**src/rtl/pwr_seq_pkg.sv**
```systemverilog
// Shared types and constants for the power-domain sequencer: state encoding,
// timer width, default hold times and the state-to-output decode.
package pwr_seq_pkg;

  localparam int PWR_TMR_W = 16;

  localparam int DEF_ISO_SETUP_CYC  = 2;
  localparam int DEF_SAVE_CYC       = 1;
  localparam int DEF_RESTORE_CYC    = 1;
  localparam int DEF_CLK_SETTLE_CYC = 2;
  localparam int DEF_PSW_TIMEOUT    = 255;

  typedef enum logic [3:0] {
    ON      = 4'd0,
    ISO     = 4'd1,
    SAVE    = 4'd2,
    CLK_OFF = 4'd3,
    PSW_OFF = 4'd4,
    OFF     = 4'd5,
    PSW_ON  = 4'd6,
    RESTORE = 4'd7,
    CLK_ON  = 4'd8
  } pwr_state_e;

  typedef struct packed {
    logic iso_en;
    logic ret_save;
    logic ret_restore;
    logic clk_en;
    logic psw_en;
    logic domain_off;
    logic busy;
  } pwr_out_t;

  // Moore decode. Isolation is asserted in every state except ON, so the
  // switch can never be open while the domain outputs are unclamped.
  function automatic pwr_out_t state_outputs(input pwr_state_e st);
    pwr_out_t o;
    o             = '0;
    o.iso_en      = (st != ON);
    o.ret_save    = (st == SAVE);
    o.ret_restore = (st == RESTORE);
    o.clk_en      = (st == ON) || (st == ISO) || (st == SAVE) || (st == CLK_ON);
    o.psw_en      = !((st == PSW_OFF) || (st == OFF));
    o.domain_off  = (st == OFF);
    o.busy        = !((st == ON) || (st == OFF));
    return o;
  endfunction

endpackage

```
**src/rtl/pwr_domain_seq_ctrl.sv**
```systemverilog
// Power-sequencing controller for one switchable domain: isolate, save, gate
// clock, open switch on the way down; the reverse on the way up.
module pwr_domain_seq_ctrl
  import pwr_seq_pkg::*;
#(
  parameter int ISO_SETUP_CYC  = DEF_ISO_SETUP_CYC,
  parameter int SAVE_CYC       = DEF_SAVE_CYC,
  parameter int RESTORE_CYC    = DEF_RESTORE_CYC,
  parameter int CLK_SETTLE_CYC = DEF_CLK_SETTLE_CYC,
  parameter int PSW_TIMEOUT    = DEF_PSW_TIMEOUT
) (
  input  logic       clk,
  input  logic       rst_n,
  input  logic       pd_req,
  input  logic       psw_ack,
  input  logic       err_clr,
  output logic       iso_en,
  output logic       ret_save,
  output logic       ret_restore,
  output logic       clk_en,
  output logic       psw_en,
  output logic       domain_off,
  output logic       busy,
  output logic       err_timeout,
  output pwr_state_e dbg_state
);

  localparam logic [PWR_TMR_W-1:0] TMR_ONE = PWR_TMR_W'(1);

  pwr_state_e           state_q, state_d;
  logic [PWR_TMR_W-1:0] tmr_q, tmr_d, tmr_load;
  logic                 err_q, err_d;
  pwr_out_t             outs_q, outs_d;
  logic                 tmr_last;
  logic                 ack_wait;
  logic                 timeout_hit;

  assign tmr_last = (tmr_q <= TMR_ONE);
  assign ack_wait = (state_q == PSW_OFF) || (state_q == PSW_ON);

  // pd_req is only looked at in ON/OFF; transient states always run to completion.
  always_comb begin
    state_d = state_q;
    case (state_q)
      ON:      if (pd_req)   state_d = ISO;
      ISO:     if (tmr_last) state_d = SAVE;
      SAVE:    if (tmr_last) state_d = CLK_OFF;
      CLK_OFF: if (tmr_last) state_d = PSW_OFF;
      PSW_OFF: if (!psw_ack) state_d = OFF;
      OFF:     if (!pd_req)  state_d = PSW_ON;
      PSW_ON:  if (psw_ack)  state_d = RESTORE;
      RESTORE: if (tmr_last) state_d = CLK_ON;
      CLK_ON:  if (tmr_last) state_d = ON;
      default:               state_d = ON;
    endcase
  end

  always_comb begin
    tmr_load = '0;
    case (state_d)
      ISO:             tmr_load = PWR_TMR_W'(ISO_SETUP_CYC);
      SAVE:            tmr_load = PWR_TMR_W'(SAVE_CYC);
      RESTORE:         tmr_load = PWR_TMR_W'(RESTORE_CYC);
      CLK_OFF, CLK_ON: tmr_load = PWR_TMR_W'(CLK_SETTLE_CYC);
      PSW_OFF, PSW_ON: tmr_load = PWR_TMR_W'(PSW_TIMEOUT);
      default:         tmr_load = '0;
    endcase
  end

  // In the ack-wait states the timer is a timeout counter that parks at 0.
  assign timeout_hit = ack_wait && (state_d == state_q) && (tmr_q == TMR_ONE);

  always_comb begin
    if (state_d != state_q) begin
      tmr_d = tmr_load;
    end else if (tmr_q != '0) begin
      tmr_d = tmr_q - TMR_ONE;
    end else begin
      tmr_d = tmr_q;
    end
  end

  always_comb begin
    err_d = err_q;
    if (timeout_hit) begin
      err_d = 1'b1;
    end else if (err_clr) begin
      err_d = 1'b0;
    end
  end

  assign outs_d = state_outputs(state_d);

  always_ff @(posedge clk or negedge rst_n) begin
    if (!rst_n) begin
      state_q <= ON;
      tmr_q   <= '0;
      err_q   <= 1'b0;
      outs_q  <= state_outputs(ON);
    end else begin
      state_q <= state_d;
      tmr_q   <= tmr_d;
      err_q   <= err_d;
      outs_q  <= outs_d;
    end
  end

  assign iso_en      = outs_q.iso_en;
  assign ret_save    = outs_q.ret_save;
  assign ret_restore = outs_q.ret_restore;
  assign clk_en      = outs_q.clk_en;
  assign psw_en      = outs_q.psw_en;
  assign domain_off  = outs_q.domain_off;
  assign busy        = outs_q.busy;
  assign err_timeout = err_q;
  assign dbg_state   = state_q;

endmodule

```
**config.mk**
```make
export PLATFORM = sky130hd
export DESIGN_NAME = pwr_domain_seq_ctrl
export DESIGN_NICKNAME = d
export VERILOG_FILES = /design/src/rtl/pwr_seq_pkg.sv /design/src/rtl/pwr_domain_seq_ctrl.sv
export SDC_FILE = /design/constraint.sdc
export NUM_CORES = 1
export LEC_CHECK = 0
export CORE_MARGIN = 5
export CORE_UTILIZATION = 46
export CTS_BUF_LIST = sky130_fd_sc_hd__clkbuf_8
export DETAILED_ROUTE_END_ITERATION = 7
export PLACE_DENSITY_LB_ADDON = 0.2
export SLEW_MARGIN = 20
export SYNTH_ARGS = -nofsm -noshare
export SYNTH_HDL_FRONTEND = slang
export SYNTH_SLANG_ARGS = --single-unit
```
**constraint.sdc**
```tcl
create_clock -name clk -period 3 [get_ports clk]
set_input_delay 0.9 -clock clk [delete_from_list [all_inputs] [get_ports clk]]
set_output_delay 0.9 -clock clk [all_outputs]
set_load 0.005 [all_outputs]
```
==> run_1/layers.png <==
The bar under the picture is 20 um long. Two of the layers only.
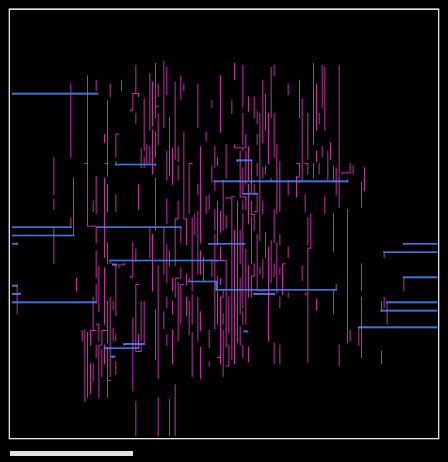
Blue is M3, wire length 205 um. Magenta is M2, wire length 1,480 um.
average wire per standard cell: 14.4 um
final WL: 3440 um
Global Route Usage Sum: 15.3%
via count: 1,330

==> run_1/ff_map.png <==
The bar under the picture is 20 um long. Other sequential cells in the stronger grey, the rest of the logic in the fainter grey.
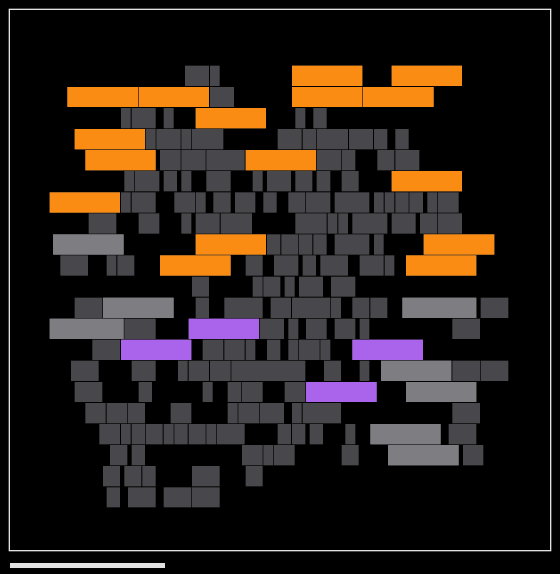
Orange is `tmr_q`, placed flops 16. Purple is `dbg_state`, placed flops 4.
Core Util, Final: 56.3%
Seq area share: 36.8%

==> run_1/class_map.png <==
Fill, decap, tap and diode cells in grey.
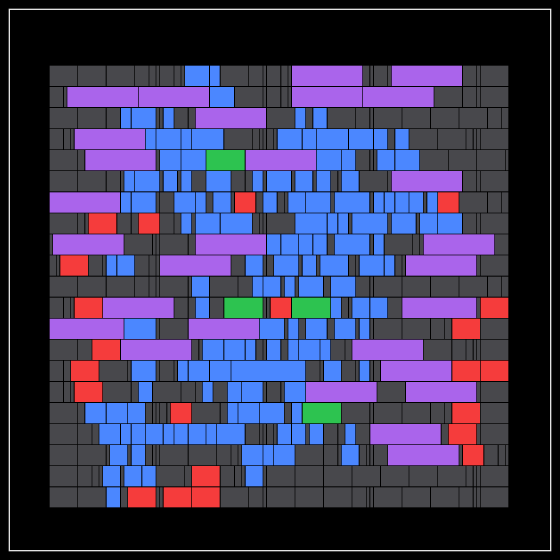
Blue is remaining logic cells, cells 138. Red is remaining buffers and delay cells, cells 22. Purple is registers, cells 28. Green is clock drivers and dummy loads, cells 4.
core area: 0.00339 mm2
Rows: 21
fin area: 0.00191 mm2

==> results.tsv, run 1 <==
metric	value	unit
status	complete, no violations	
combinational power	1290	uW
Setup crit start kind	register	
Synth Warn #	0	
Critical Path RT	3200	ps
Die H	69.7	um
met2 routed WL	1480	um
Buf/Inv on CP	1	
Gate power share	57.6	%
Net Sw Frac	43.0	%
Tapcell Cnt	46	
port bufs	16	
maximum vdd ir drop	0.581	mV
slowest CP cell	or4_4	
worst slew pin tran	653	ps
post-CTS sizing	0	
Clock Latency Late Sink	270	ps
die area	0.00486	mm2
main flop type	dfrtp_1	
final tally of hold violations	0	
Yosys chip area	0.00164	mm2
synth cell count leaders	26 x dfrtp_1, 20 x nor2_1, 11 x nand2_1	
area leader, netlist	dfrtp_1	
grt peak-use layer	met1	
WHS Path Cells	2	
Worst Hold End	err_timeout	
top logic cells by instance count in the layout	26 x dfrtp_1, 20 x nor2_1, 16 x clkdlybuf4s50_1	
nonclk buf count	22	
CTS Buf Count	3	
M1 wire length	1700	um
Die Width	69.7	um
GR Layer Usage met3	3.77	%
Clock power frac	10.3	%
largest net degree at the start of global routing	29	
Cell Type Count	47	
Antenna diodes	0	
Critical R2R Capture	tmr_q[0]	
fill cell count	297	
number of enable flip-flop cells	0	
Post-DRT Antenna Nets	0	
Most flops, register	tmr_q	
Synth Instances	173	
Final clock-cell share	2.88	%
Min-Delay Path Class	register to register	
r2r setup slk	160	ps
floorplan utilization	48.4	%
M2 GR Usage	21.4	%
==> run 2: changes to the inputs <==
--- a/config.mk
+++ b/config.mk
@@ -8,6 +8,7 @@
 export CORE_MARGIN = 5
 export CORE_UTILIZATION = 46
 export CTS_BUF_LIST = sky130_fd_sc_hd__clkbuf_8
+export CTS_CLUSTER_SIZE = 10
 export DETAILED_ROUTE_END_ITERATION = 7
 export PLACE_DENSITY_LB_ADDON = 0.2
 export SLEW_MARGIN = 20
==> run_2/layers.png <==
The bar under the picture is 20 um long. Two of the layers only.
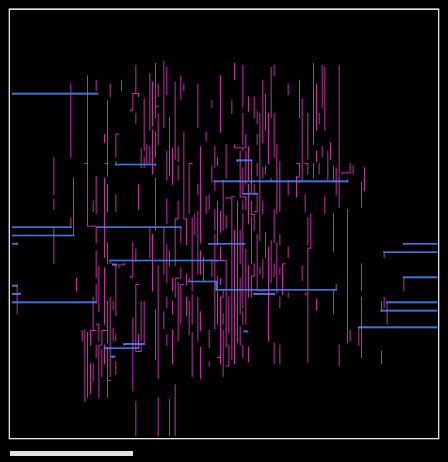
Magenta is M2, wire length 1,480 um. Blue is M3, wire length 205 um.

==> results.tsv, run 2 <==
metric	value	unit
status	complete, no violations	
Die H	69.7	um
biggest area cells	dfrtp_1 40%, nor2_1 4.6%, xor2_1 4.3%	
Detailed Route Iter0 Violations	66	
Slew Viols, Final	0	
register share of total power	32.1	%
port bufs	16	
Area-dominant class	combinational gates	
top logic cells by instance count in the layout	26 x dfrtp_1, 20 x nor2_1, 16 x clkdlybuf4s50_1	
Core Util, Final	56.3	%
Antenna diodes	0	
Tapcell Cnt	46	
grt peak-use layer	met1	
first-pass GRT wire length	6100	um
M1 wire length	1700	um
Clock Latency Late Sink	270	ps
area post-placement	0.00185	mm2
r2r setup slk	160	ps
multi-input combinational area share	45.2	%
logic area	862	um2
Min-Delay Path Class	register to register	
Clock power frac	10.3	%
Synth Warn #	0	
met1 Use GR	22.4	%
Most flops, register	tmr_q	
Critical R2R Capture	tmr_q[0]	
fill cell count	297	
Buf/Inv on CP	1	
average wire per standard cell	14.4	um
Place WS	140	ps
met2 routed WL	1480	um
registers	28	
combinational power	1290	uW
final WL	3440	um
main flop type	dfrtp_1	
Rows	21	
simple share	25.1	%
Critical Path RT	3200	ps
Synth Instances	173	
DR pass1 iterations	4	
final tally of hold violations	0	
slowest CP cell	or4_4	
routed vias/inst	5.59	
clkbuf count	4	
WHS Path Cells	2	
maximum vdd ir drop	0.581	mV
Final clock-cell share	2.88	%
core area	0.00339	mm2
M2 GR Usage	21.4	%
Cell Type Count	47	
Post-DRT Antenna Nets	0	
fin area	0.00191	mm2
post-CTS sizing	0	
Gate power share	57.6	%
number of enable flip-flop cells	0	
CTS clk-pin slew, worst paths	90	ps
CTS Buffer Depth	2	
CP max FO	7	
CTS Buf Count	3	
Setup crit start kind	register	
number of flip-flops in the largest register	16	
nonclk buf count	22	
Worst Hold End	err_timeout	
Non-CTS inverters	7	
area leader, netlist	dfrtp_1	
synth cell count leaders	26 x dfrtp_1, 20 x nor2_1, 11 x nand2_1	
worst slew pin tran	653	ps
Yosys chip area	0.00164	mm2
ys async rst share	100	%
Net Sw Frac	43.0	%
Synth logic family	simple AND/OR/NAND/NOR gates	
kind of critical path	register to register	
via count	1330	
GR Layer Usage met3	3.77	%
Comb gates	131	
internal power	1270	uW
die area	0.00486	mm2
Global Route Usage Sum	15.3	%
Die Width	69.7	um
largest net degree at the start of global routing	29	
Seq area share	36.8	%
number of synthesized register bits	28	
floorplan utilization	48.4	%
==> run 3: changes to the inputs <==
--- a/config.mk
+++ b/config.mk
@@ -5,11 +5,14 @@
 export SDC_FILE = /design/constraint.sdc
 export NUM_CORES = 1
 export LEC_CHECK = 0
+export CELL_PAD_IN_SITES_DETAIL_PLACEMENT = 1
+export CELL_PAD_IN_SITES_GLOBAL_PLACEMENT = 1
 export CORE_MARGIN = 5
 export CORE_UTILIZATION = 46
 export CTS_BUF_LIST = sky130_fd_sc_hd__clkbuf_8
 export CTS_CLUSTER_SIZE = 10
 export DETAILED_ROUTE_END_ITERATION = 7
+export DONT_BUFFER_PORTS = 1
 export PLACE_DENSITY_LB_ADDON = 0.2
 export SLEW_MARGIN = 20
 export SYNTH_ARGS = -nofsm -noshare
==> run_3/layers.png <==
The bar under the picture is 20 um long. Two of the layers only.
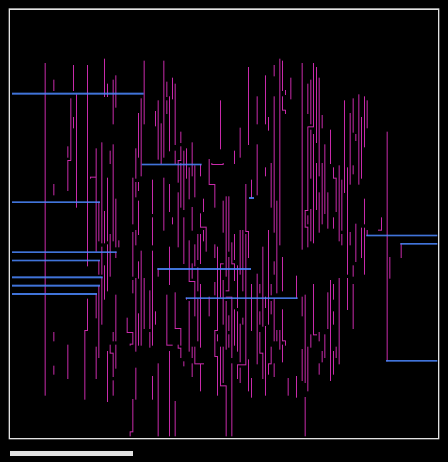
Magenta is M2, wire length 1,790 um. Blue is M3, wire length 176 um.
final WL: 3810 um
average wire per standard cell: 17.3 um
Global Route Usage Sum: 16.3%

==> results.tsv, run 3 <==
metric	value	unit
status	complete, no violations	
floorplan utilization	48.4	%
slowest CP cell	or4_4	
kind of critical path	register to register	
clkbuf count	3	
CP max FO	7	
Rows	21	
maximum vdd ir drop	0.643	mV
post-CTS sizing	0	
Comb gates	131	
combinational power	1200	uW
worst slew pin tran	671	ps
largest net degree at the start of global routing	29	
Setup crit start kind	register	
nonclk buf count	4	
registers	28	
CTS Buf Count	3	
final tally of hold violations	0	
Most flops, register	tmr_q	
first-pass GRT wire length	6430	um
Critical Path RT	3180	ps
logic area	867	um2
Die H	69.7	um
Non-CTS inverters	7	
area post-placement	0.00168	mm2
Net Sw Frac	44.1	%
Gate power share	53.9	%
Clock Latency Late Sink	270	ps
DR pass1 iterations	4	
die area	0.00486	mm2
Critical R2R Capture	tmr_q[0]	
fin area	0.00176	mm2
ys async rst share	100	%
grt peak-use layer	met2	
Core Util, Final	51.8	%
Place WS	128	ps
Slew Viols, Final	0	
register share of total power	33.1	%
Area-dominant class	combinational gates	
core area	0.00339	mm2
Cell Type Count	47	
M1 wire length	1820	um
synth cell count leaders	26 x dfrtp_1, 20 x nor2_1, 11 x nand2_1	
multi-input combinational area share	49.4	%
r2r setup slk	180	ps
via count	1278	
CTS Buffer Depth	2	
port bufs	0	
CTS clk-pin slew, worst paths	100	ps
met2 routed WL	1790	um
met1 Use GR	22.0	%
top logic cells by instance count in the layout	26 x dfrtp_1, 20 x nor2_1, 11 x nand2_1	
biggest area cells	dfrtp_1 40%, nor2_1 4.6%, xor2_1 4.3%	
Tapcell Cnt	46	
Synth Instances	173	
Min-Delay Path Class	input port to asynchronous set/reset pin	
Synth logic family	simple AND/OR/NAND/NOR gates	
Detailed Route Iter0 Violations	62	
Final clock-cell share	4.06	%
number of synthesized register bits	28	

==> screenshots <==
Clock wires, drivers and flops.
The bar under the picture is 20 um long.
Plate I
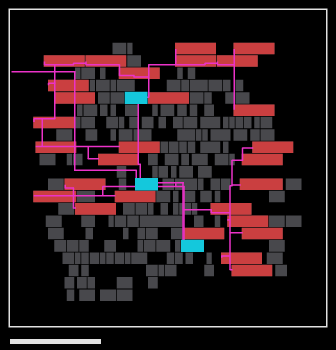
Plate II
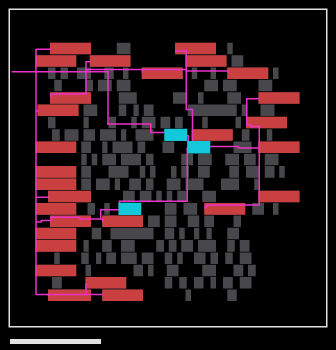
- run 3 = Plate II
- run 2 = Plate I

Key to Plate I:
Red is flip-flops, count 28. Cyan is clock-net drivers, count 3. Magenta is clock wires, length 332 um.
There are 4 routed clock nets.

Power and IR drop assume default switching activity.
